Figure 1. Placement view (run 1).
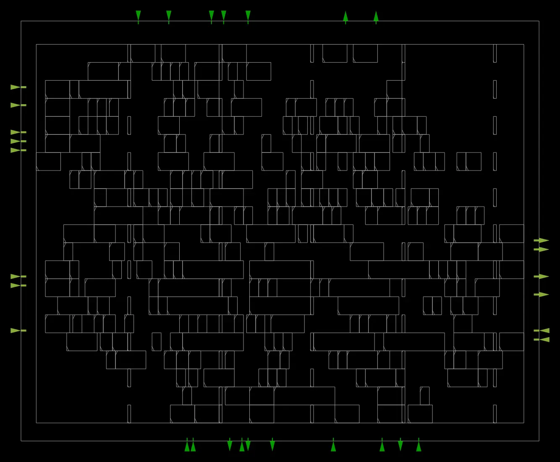
Figure 2. Where the registers sit (run 1).
Scale: 8 px per um. Other sequential cells in the stronger grey, the rest of the logic in the fainter grey.
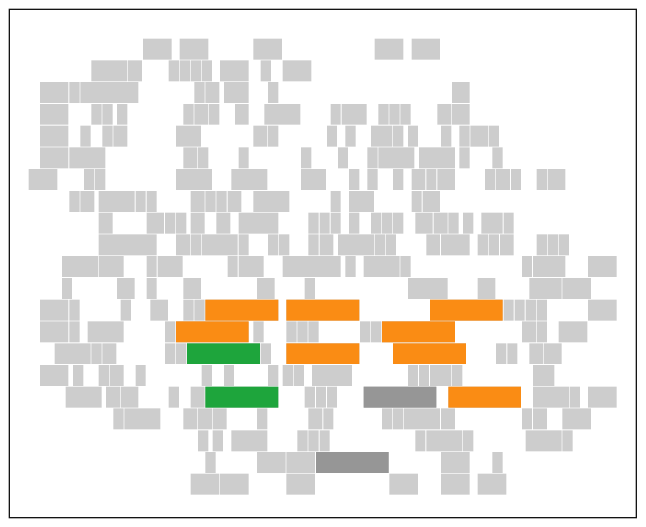
Figure 3. Routed metal per tile (run 1).
Scale: 4 px per um. The die is cut into 16 by 13 equal tiles; dark blue is low, red is high, scaled to the fullest tile. Values are wire area over tile area, all layers added.
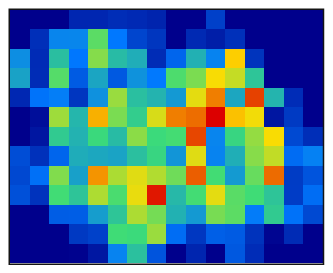
Figure 4. Wires at chosen ports, followed through buffers (run 1).
Scale: 6 px per um.
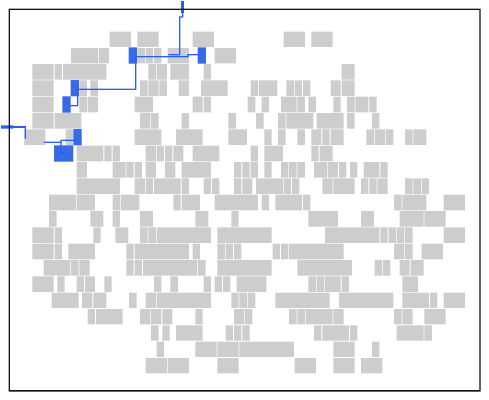
$ cat src/rtl/lif_pkg.sv
// Shared types, default widths and arithmetic helpers for the leaky integrate-and-fire neuron.
package lif_pkg;

    typedef enum logic [0:0] {
        ST_INTEGRATE = 1'b0,
        ST_REFRACT   = 1'b1
    } lif_state_e;

    localparam int unsigned DEF_N_IN           = 2;
    localparam int unsigned DEF_W_WIDTH        = 4;
    localparam int unsigned DEF_V_WIDTH        = 8;
    localparam int unsigned DEF_LEAK_SHIFT     = 3;
    localparam int unsigned DEF_REFRACT_CYCLES = 3;

    // Unsigned add clamped to the largest value representable in 'width' bits.
    function automatic logic [31:0] sat_add(input logic [31:0] a, input logic [31:0] b,
                                            input int unsigned width);
        logic [32:0] s;
        logic [32:0] max_val;
        s       = {1'b0, a} + {1'b0, b};
        max_val = (33'd1 << width) - 33'd1;
        return (s > max_val) ? max_val[31:0] : s[31:0];
    endfunction

endpackage

$ cat src/rtl/spike_weight_sum.sv
// Combinational sum of the weights whose spike line is active this cycle.
module spike_weight_sum #(
    parameter int unsigned N_IN      = 2,
    parameter int unsigned W_WIDTH   = 4,
    parameter int unsigned SUM_WIDTH = 10
) (
    input  logic [N_IN-1:0]         spike_in,
    input  logic [N_IN*W_WIDTH-1:0] weight_in,
    output logic [SUM_WIDTH-1:0]    sum
);

    always_comb begin
        sum = '0;
        for (int i = 0; i < N_IN; i++) begin
            if (spike_in[i]) begin
                sum = sum + SUM_WIDTH'(weight_in[i*W_WIDTH +: W_WIDTH]);
            end
        end
    end

endmodule

$ cat src/rtl/lif_neuron.sv
// Leaky integrate-and-fire neuron: shift leak, saturating integrate, one-cycle fire pulse and
// a fixed-length refractory hold.
module lif_neuron
    import lif_pkg::*;
#(
    parameter int unsigned N_IN           = DEF_N_IN,
    parameter int unsigned W_WIDTH        = DEF_W_WIDTH,
    parameter int unsigned V_WIDTH        = DEF_V_WIDTH,
    parameter int unsigned LEAK_SHIFT     = DEF_LEAK_SHIFT,
    parameter int unsigned REFRACT_CYCLES = DEF_REFRACT_CYCLES
) (
    input  logic                      clk,
    input  logic                      reset,
    input  logic                      enable,
    input  logic [N_IN-1:0]           spike_in,
    input  logic [N_IN*W_WIDTH-1:0]   weight_in,
    input  logic [V_WIDTH-1:0]        threshold,
    output logic                      spike_out,
    output logic [V_WIDTH-1:0]        potential,
    output logic                      refractory
);

    localparam int unsigned S_WIDTH = V_WIDTH + $clog2(N_IN) + 1;
    localparam int unsigned CNT_W   = (REFRACT_CYCLES > 0) ? $clog2(REFRACT_CYCLES + 1) : 1;

    lif_state_e         state_q, state_d;
    logic [V_WIDTH-1:0] pot_q, pot_d;
    logic               spike_q, spike_d;
    logic [CNT_W-1:0]   cnt_q, cnt_d;

    logic [S_WIDTH-1:0] wsum;
    logic [V_WIDTH-1:0] leaked;
    logic [V_WIDTH-1:0] sum_sat;

    spike_weight_sum #(
        .N_IN      (N_IN),
        .W_WIDTH   (W_WIDTH),
        .SUM_WIDTH (S_WIDTH)
    ) u_sum (
        .spike_in  (spike_in),
        .weight_in (weight_in),
        .sum       (wsum)
    );

    always_comb begin
        state_d = state_q;
        pot_d   = pot_q;
        cnt_d   = cnt_q;
        spike_d = 1'b0;
        leaked  = pot_q - (pot_q >> LEAK_SHIFT);
        sum_sat = V_WIDTH'(sat_add(32'(leaked), 32'(wsum), V_WIDTH));
        if (enable) begin
            unique case (state_q)
                ST_INTEGRATE: begin
                    if (sum_sat >= threshold) begin
                        spike_d = 1'b1;
                        pot_d   = '0;
                        if (REFRACT_CYCLES > 0) begin
                            state_d = ST_REFRACT;
                            cnt_d   = CNT_W'(REFRACT_CYCLES);
                        end
                    end else begin
                        pot_d = sum_sat;
                    end
                end
                ST_REFRACT: begin
                    // Spikes are ignored; leave after the last counted enabled cycle.
                    pot_d = '0;
                    cnt_d = cnt_q - CNT_W'(1);
                    if (cnt_q == CNT_W'(1)) begin
                        state_d = ST_INTEGRATE;
                    end
                end
            endcase
        end
    end

    always_ff @(posedge clk or posedge reset) begin
        if (reset) begin
            state_q <= ST_INTEGRATE;
            pot_q   <= '0;
            spike_q <= 1'b0;
            cnt_q   <= '0;
        end else begin
            state_q <= state_d;
            pot_q   <= pot_d;
            spike_q <= spike_d;
            cnt_q   <= cnt_d;
        end
    end

    assign spike_out  = spike_q;
    assign potential  = pot_q;
    assign refractory = (state_q == ST_REFRACT);

endmodule

$ cat config.mk
export PLATFORM = sky130hd
export DESIGN_NAME = lif_neuron
export DESIGN_NICKNAME = d
export VERILOG_FILES = /design/src/rtl/lif_pkg.sv /design/src/rtl/spike_weight_sum.sv /design/src/rtl/lif_neuron.sv
export SDC_FILE = /design/constraint.sdc
export NUM_CORES = 1
export LEC_CHECK = 0
export ABC_AREA = 1
export CELL_PAD_IN_SITES_DETAIL_PLACEMENT = 0
export CELL_PAD_IN_SITES_GLOBAL_PLACEMENT = 1
export CORE_ASPECT_RATIO = 0.8
export CORE_MARGIN = 2
export CORE_UTILIZATION = 35
export DETAILED_ROUTE_END_ITERATION = 16
export GPL_TIMING_DRIVEN = 0
export HOLD_SLACK_MARGIN = 0.15
export PLACE_DENSITY = 0.81
export SYNTH_ARGS = -nofsm -noshare
export SYNTH_HDL_FRONTEND = slang
export SYNTH_SLANG_ARGS = --single-unit
$ cat constraint.sdc
create_clock -name clk -period 9.1 [get_ports clk]
set_input_delay 2.275 -clock clk [delete_from_list [all_inputs] [get_ports clk]]
set_output_delay 2.275 -clock clk [all_outputs]
set_load 0.05 [all_outputs]
==> impl_metrics.xml, run 1 <==
<?xml version="1.0" encoding="UTF-8"?>
<metrics>
  <group name="power_and_ir_drop">
    <metric name="power_total" unit="uW">723</metric>
    <metric name="sw_frac_of_total" unit="">0.546</metric>
    <metric name="pwr-share-seq" unit="">0.122</metric>
    <metric name="leakagePower" unit="nW">1.09</metric>
    <metric name="powerDensity" unit="mW/mm^2">370</metric>
    <metric name="power.combinational.fraction" unit="">0.812</metric>
  </group>
  <group name="detailed_routing">
    <metric name="iter_0_drt_violations" unit="">59</metric>
    <metric name="route.vias.total" unit="">1444</metric>
  </group>
  <group name="synthesis">
    <metric name="numSynthFlops" unit="">12</metric>
    <metric name="post_synth_most_frequent_cells" unit="">74 x sky130_fd_sc_hd__nand2_1, 45 x sky130_fd_sc_hd__inv_1, 22 x sky130_fd_sc_hd__ha_1</metric>
    <metric name="post-synth-top-area-fraction" unit="">0.195</metric>
    <metric name="synthesis.nets" unit="">283</metric>
    <metric name="yosys-top-cells-area" unit="">sky130_fd_sc_hd__dfrtp_1 19%, sky130_fd_sc_hd__nand2_1 18%, sky130_fd_sc_hd__ha_1 18%</metric>
  </group>
  <group name="finish">
    <metric name="seq_area" unit="um^2">300</metric>
    <metric name="drive_gt1_frac" unit="">0.0519</metric>
    <metric name="design_area" unit="mm^2">0.00195</metric>
  </group>
  <group name="worst_setup_path">
    <metric name="largest_stage_delay_on_the_critical_path" unit="ns">0.53</metric>
    <metric name="path_max_fanout" unit="">8</metric>
    <metric name="r2r.worst_path.cells" unit="">22</metric>
  </group>
  <group name="clock_tree">
    <metric name="clock_sink_count" unit="">12</metric>
    <metric name="numCtsBuffers" unit="">3</metric>
    <metric name="h_tree_levels" unit="">1</metric>
    <metric name="post_cts_hold_buffer_count" unit="">0</metric>
    <metric name="post-cts-setup-buffer-count" unit="">0</metric>
  </group>
  <group name="timing">
    <metric name="worst-slew-pin-transition" unit="ns">0.550</metric>
    <metric name="timing.final.max_slew_violations" unit="">0</metric>
    <metric name="fin_crit" unit="ns">6.28</metric>
    <metric name="fin_crit_sh" unit="">0.690</metric>
    <metric name="max-slew-margin-rel" unit="">0.632</metric>
  </group>
  <group name="die">
    <metric name="floorplanUtilization" unit="">0.367</metric>
    <metric name="floorplan.rows" unit="">21</metric>
  </group>
  <group name="global_routing">
    <metric name="globalRouteTotalUtil" unit="">0.142</metric>
    <metric name="grt_pass1_vias" unit="">1270</metric>
  </group>
  <group name="run_status">
    <metric name="outcome" unit="">completed</metric>
  </group>
</metrics>
About Figure 1:
core area: 0.00420 mm^2
number of tap instances: 57
filler cell count: 457
Finished Core Util: 0.465

About Figure 2:
- cnt_q: green (sequential cells 2)
- potential: orange (sequential cells 8)

About Figure 3:
- densest ninth of the die: centre
- mean over tiles: 0.10
- fullest tile: 0.33
- tiles over half the peak: 26%

About Figure 4:
- spike_in: blue (bits 2; direction input; edge 1 north, 1 west; end cells 7; buffers 2; wire 52.8 um)

## run 1: cells in the final DEF, fill, tap and decap left out, drive strengths merged, types with 2 or more instances in the layout
| cell type | n |
|---|---|
| a21oi | 11 |
| clkbuf | 3 |
| clkdlybuf4s50 | 30 |
| clkinv | 2 |
| dfrtp | 12 |
| fa | 3 |
| ha | 22 |
| inv | 46 |
| nand2 | 82 |
| nand3 | 14 |
| nand3b | 2 |
| nand4 | 6 |
| nor2 | 16 |
| o21ai | 9 |
| xnor2 | 6 |
| xor2 | 2 |
## run 1: worst reg2reg max path: stages, from the launching register on
cell and delay, ns:
sky130_fd_sc_hd__dfrtp_1 0.44, sky130_fd_sc_hd__ha_1 0.24, sky130_fd_sc_hd__fa_1 0.43, sky130_fd_sc_hd__nor2_1 0.12, sky130_fd_sc_hd__nor2_1 0.05, sky130_fd_sc_hd__xor2_1 0.14, sky130_fd_sc_hd__inv_1 0.06, sky130_fd_sc_hd__ha_1 0.34
sky130_fd_sc_hd__nand2_1 0.07, sky130_fd_sc_hd__inv_1 0.07, sky130_fd_sc_hd__nand4_1 0.08, sky130_fd_sc_hd__nand3_1 0.16, sky130_fd_sc_hd__nand3_1 0.12, sky130_fd_sc_hd__nor2_1 0.10, sky130_fd_sc_hd__nand2_1 0.08, sky130_fd_sc_hd__and2_1 0.14
sky130_fd_sc_hd__ha_1 0.28, sky130_fd_sc_hd__a21oi_1 0.18, sky130_fd_sc_hd__o21a_1 0.17, sky130_fd_sc_hd__nand3_1 0.13, sky130_fd_sc_hd__nor2_1 0.46, sky130_fd_sc_hd__nand2_1 0.16, sky130_fd_sc_hd__nand2_1 0.08
## run 1: worst paths after layout
path / from / to / slack, ns
max: spike_in[0] / potential[2] / 2.82
min: cnt_q[0] / cnt_q[0] / 0.51
max reg2reg: potential[3] / potential[2] / 4.93
min reg2reg: cnt_q[0] / cnt_q[0] / 0.51
max in group asynchronous: reset / potential[3] / 6.46
min in group asynchronous: reset / potential[7] / 2.34
## run 1: power by group through the flow
stage | clock network (mW) | logic [mW] | registers (mW)
floorplan | 0 | 0.427 | 0.122
global placement | 0 | 0.586 | 0.0891
detailed placement | 0 | 0.590 | 0.0896
CTS | 0.0488 | 0.593 | 0.0890
global route | 0.0526 | 0.687 | 0.0906
finish | 0.0474 | 0.587 | 0.0882
## run 1: flip-flops by register name, indices dropped and copies added (netlist names)
register / count
refractory: 1
cnt_q: 2
spike_out: 1
potential: 8
## run 1: cells by family after synthesis
family	count (synthesis)	share of synthesized area
AND-OR/OR-AND	22	0.0747
XOR/XNOR	8	0.0455
adder cells (fa/ha/maj)	25	0.218
buffers and inverters	48	0.117
flip-flops	12	0.195
AND/OR/NAND/NOR	122	0.351
## run 1: metal layers
layer | track usage | share of wire
met3 | 0.0215 | 0.030
met5 | 0 | 0
met2 | 0.205 | 0.40
met1 | 0.220 | 0.56
met4 | 0.0329 | 0.011
## run 1: layout make-up
class	instances	share of cell area
Clock buffer	3	0.0211
Multi-Input combinational cell	177	0.543
Inverter	48	0.0922
Sequential cell	12	0.154
Tap cell	57	0.0365
Timing Repair Buffer	30	0.154
Figure 5. Signal wires by layer (run 1).
Scale: 4 px per um. Only two layers are drawn.
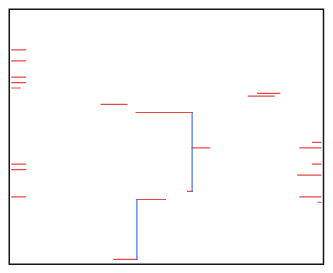

==> inputs of run 2 (changes only) <==
--- a/config.mk
+++ b/config.mk
@@ -10,11 +10,11 @@
 export CELL_PAD_IN_SITES_GLOBAL_PLACEMENT = 1
 export CORE_ASPECT_RATIO = 0.8
 export CORE_MARGIN = 2
-export CORE_UTILIZATION = 35
+export CORE_UTILIZATION = 33
 export DETAILED_ROUTE_END_ITERATION = 16
 export GPL_TIMING_DRIVEN = 0
 export HOLD_SLACK_MARGIN = 0.15
-export PLACE_DENSITY = 0.81
+export PLACE_DENSITY = 0.8
 export SYNTH_ARGS = -nofsm -noshare
 export SYNTH_HDL_FRONTEND = slang
 export SYNTH_SLANG_ARGS = --single-unit
==> constraint.sdc (replaced) <==
create_clock -name clk -period 5.1 [get_ports clk]
set_input_delay 1.275 -clock clk [delete_from_list [all_inputs] [get_ports clk]]
set_output_delay 1.275 -clock clk [all_outputs]
set_load 0.05 [all_outputs]
Figure 6. Signal wires by layer (run 2).
Scale: 4 px per um. Only two layers are drawn.
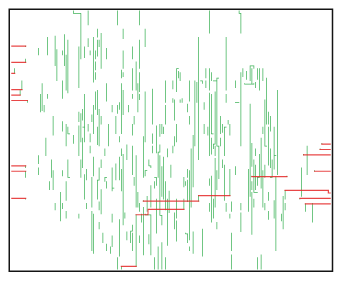
- met2: green (wire length 1500 um)
- met3: red (wire length 115 um)

==> run 2 against run 1 <==
  * Core utilization is 1.9 points lower
  * Clock skew grew 0.0023 ns
  * Synthesized cell count did not move
  * Global-route usage decreased by 0.059 points
  * Critical path type unchanged
  * Sequential cell count stayed put
  * Area after synthesis unchanged
  * Largest cell class unchanged
==> impl_metrics.xml, run 2 <==
<?xml version="1.0" encoding="UTF-8"?>
<metrics>
  <group name="run_status">
    <metric name="outcome" unit="">completed</metric>
  </group>
  <group name="timing">
    <metric name="worst_clock_skew" unit="ns">0.00292</metric>
    <metric name="max-slew-margin-rel" unit="">0.668</metric>
    <metric name="fin_crit_sh" unit="">0.943</metric>
    <metric name="worst-slew-pin-transition" unit="ns">0.497</metric>
    <metric name="fin_worst_hold_slack" unit="ns">0.500</metric>
    <metric name="timing.final.max_slew_violations" unit="">0</metric>
    <metric name="fin_ws" unit="ns">0.291</metric>
    <metric name="fin_crit" unit="ns">4.81</metric>
  </group>
  <group name="worst_setup_path">
    <metric name="regToRegStartpoint" unit="">potential[3]</metric>
    <metric name="worst_setup_path_startpoint" unit="">weight_in[0]</metric>
    <metric name="path_max_fanout" unit="">8</metric>
    <metric name="r2r.worst_path.cells" unit="">22</metric>
  </group>
  <group name="die">
    <metric name="placeableCoreArea" unit="mm^2">0.00454</metric>
    <metric name="floorplanUtilization" unit="">0.339</metric>
    <metric name="ios" unit="">31</metric>
    <metric name="floorplan.rows" unit="">22</metric>
  </group>
  <group name="synthesis">
    <metric name="ys.flop_type" unit="">sky130_fd_sc_hd__dfrtp_1</metric>
    <metric name="numSynthFlops" unit="">12</metric>
    <metric name="post_synth_most_frequent_cells" unit="">74 x sky130_fd_sc_hd__nand2_1, 45 x sky130_fd_sc_hd__inv_1, 22 x sky130_fd_sc_hd__ha_1</metric>
    <metric name="synthesis.nets" unit="">283</metric>
    <metric name="async_flop_share" unit="">1.00</metric>
    <metric name="yosys-top-cells-area" unit="">sky130_fd_sc_hd__dfrtp_1 19%, sky130_fd_sc_hd__nand2_1 18%, sky130_fd_sc_hd__ha_1 18%</metric>
    <metric name="post-synth-top-area-fraction" unit="">0.195</metric>
    <metric name="postSynthCellCount" unit="">237</metric>
  </group>
  <group name="detailed_routing">
    <metric name="antenna_left" unit="">0</metric>
    <metric name="iter_0_drt_violations" unit="">36</metric>
  </group>
  <group name="power_and_ir_drop">
    <metric name="power_total" unit="mW">1.40</metric>
    <metric name="powerDensity" unit="mW/mm^2">692</metric>
    <metric name="leakagePower" unit="nW">1.13</metric>
  </group>
  <group name="clock_tree">
    <metric name="numCtsBuffers" unit="">3</metric>
    <metric name="clk-insertion-delay-late" unit="ns">0.24</metric>
    <metric name="clock_sink_count" unit="">12</metric>
    <metric name="post_cts_hold_buffer_count" unit="">0</metric>
    <metric name="h_tree_levels" unit="">1</metric>
  </group>
  <group name="min_path">
    <metric name="worstHoldStart" unit="">cnt_q[0]</metric>
  </group>
  <group name="global_routing">
    <metric name="antenna_found_initial" unit="">0</metric>
    <metric name="grt_pass1_vias" unit="">1402</metric>
  </group>
  <group name="finish">
    <metric name="drive_gt1_frac" unit="">0.0912</metric>
    <metric name="largest_register_ff_count" unit="">8</metric>
    <metric name="layout_top_cell_excl_fill_tap" unit="">sky130_fd_sc_hd__nand2_1</metric>
    <metric name="design_area" unit="mm^2">0.00203</metric>
    <metric name="top_logic_cells_by_instance_count_in_the_layout" unit="">74 x sky130_fd_sc_hd__nand2_1, 45 x sky130_fd_sc_hd__inv_1, 29 x sky130_fd_sc_hd__clkdlybuf4s50_1</metric>
    <metric name="antenna_cells_inserted" unit="">0</metric>
  </group>
  <group name="placed_design">
    <metric name="dp_slack" unit="ns">-0.433</metric>
    <metric name="place_area" unit="mm^2">0.00192</metric>
  </group>
</metrics>
Figure 7. Routed metal per tile (run 2).
Scale: 4 px per um. The die is cut into 16 by 13 equal tiles; dark blue is low, red is high, scaled to the fullest tile. Values are wire area over tile area, all layers added.
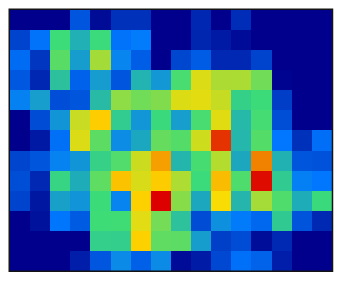
average wire length per cell after detail routing: 10.3 um
final wirelength: 3450 um
GRT Util Overall: 0.141
vias: 1490

[run 2: cell counts after synthesis]
Identical to the previous run, type by type.
[run 2: cell type report]
| class | count | area (um^2) |
|---|---|---|
| clock buffers | 4 | 55.1 |
| fillers | 485 | 2520 |
| inverters | 48 | 180 |
| multi-input cells | 177 | 1090 |
| flip-flops and latches | 12 | 300 |
| well taps | 60 | 75.1 |
| repair buffers | 33 | 325 |
[run 2: metal layers]
layer / track usage / part of all wire / wire, um / vias to the layer above
li1: - / - / - / 816
met1: 0.206 / 0.53 / 1840 / 647
met2: 0.223 / 0.43 / 1500 / 27
met3: 0.0261 / 0.033 / 114 / 0
met4: 0.0191 / 0 / 0 / 0
met5: 0 / 0 / 0 / -
[run 2: cell families after synthesis]
kind of cell	synth area share
compound gates	0.0747
xor+xnor	0.0455
fa+ha+maj	0.218
flops	0.195
buf+inv	0.117
simple gates	0.351
[run 2: worst paths after layout]
kind,to,slack (ns)
min in group asynchronous,potential[7],1.35
worst min-delay path,cnt_q[0],0.50
worst min register to register,cnt_q[0],0.50
worst max register to register,potential[7],1.27
max in group asynchronous,potential[2],3.43
worst max-delay path,potential[7],0.29
[run 2: timing repair]
action	in CTS	in global routing
setup endpoints to repair	8	12
pin swaps	0	4
buffers inserted	0	3
gates cloned	0	0
resized	2	12
[run 2: critical path, stage by stage]
cell and delay (ns):
sky130_fd_sc_hd__clkdlybuf4s50_1 0.45, sky130_fd_sc_hd__nand2_1 0.06, sky130_fd_sc_hd__inv_1 0.06, sky130_fd_sc_hd__ha_1 0.16
sky130_fd_sc_hd__inv_1 0.06, sky130_fd_sc_hd__fa_2 0.52, sky130_fd_sc_hd__o21ai_1 0.11, sky130_fd_sc_hd__fa_2 0.40
sky130_fd_sc_hd__nand3_1 0.08, sky130_fd_sc_hd__nand2_1 0.08, sky130_fd_sc_hd__nand2_1 0.06, sky130_fd_sc_hd__nand2_1 0.08
sky130_fd_sc_hd__nand3_2 0.12, sky130_fd_sc_hd__nand2_1 0.07, sky130_fd_sc_hd__clkinv_1 0.04, sky130_fd_sc_hd__nand2_1 0.05
sky130_fd_sc_hd__and2_1 0.14, sky130_fd_sc_hd__ha_1 0.30, sky130_fd_sc_hd__a21oi_2 0.15, sky130_fd_sc_hd__o21a_1 0.18
sky130_fd_sc_hd__nand3_2 0.13, sky130_fd_sc_hd__nor2_4 0.24, sky130_fd_sc_hd__nand3_1 0.10, sky130_fd_sc_hd__nand2_1 0.07
[run 2: power breakdown]
part | leakage, nW | internal, mW | switching [mW]
Combinational | 0.949 | 0.460 | 0.682
Clock | 0.0288 | 0.0682 | 0.0350
Sequential | 0.155 | 0.126 | 0.0311
Total | 1.13 | 0.655 | 0.748
[run 2: through the flow]
step	utilization	setup TNS, ns
floorplan	-	0
global placement	0.422	-3.42
detailed placement	0.422	-3.48
CTS	0.436	0
global route	0.446	-0.231
finish	0.446	0
Power and IR drop assume default switching activity.
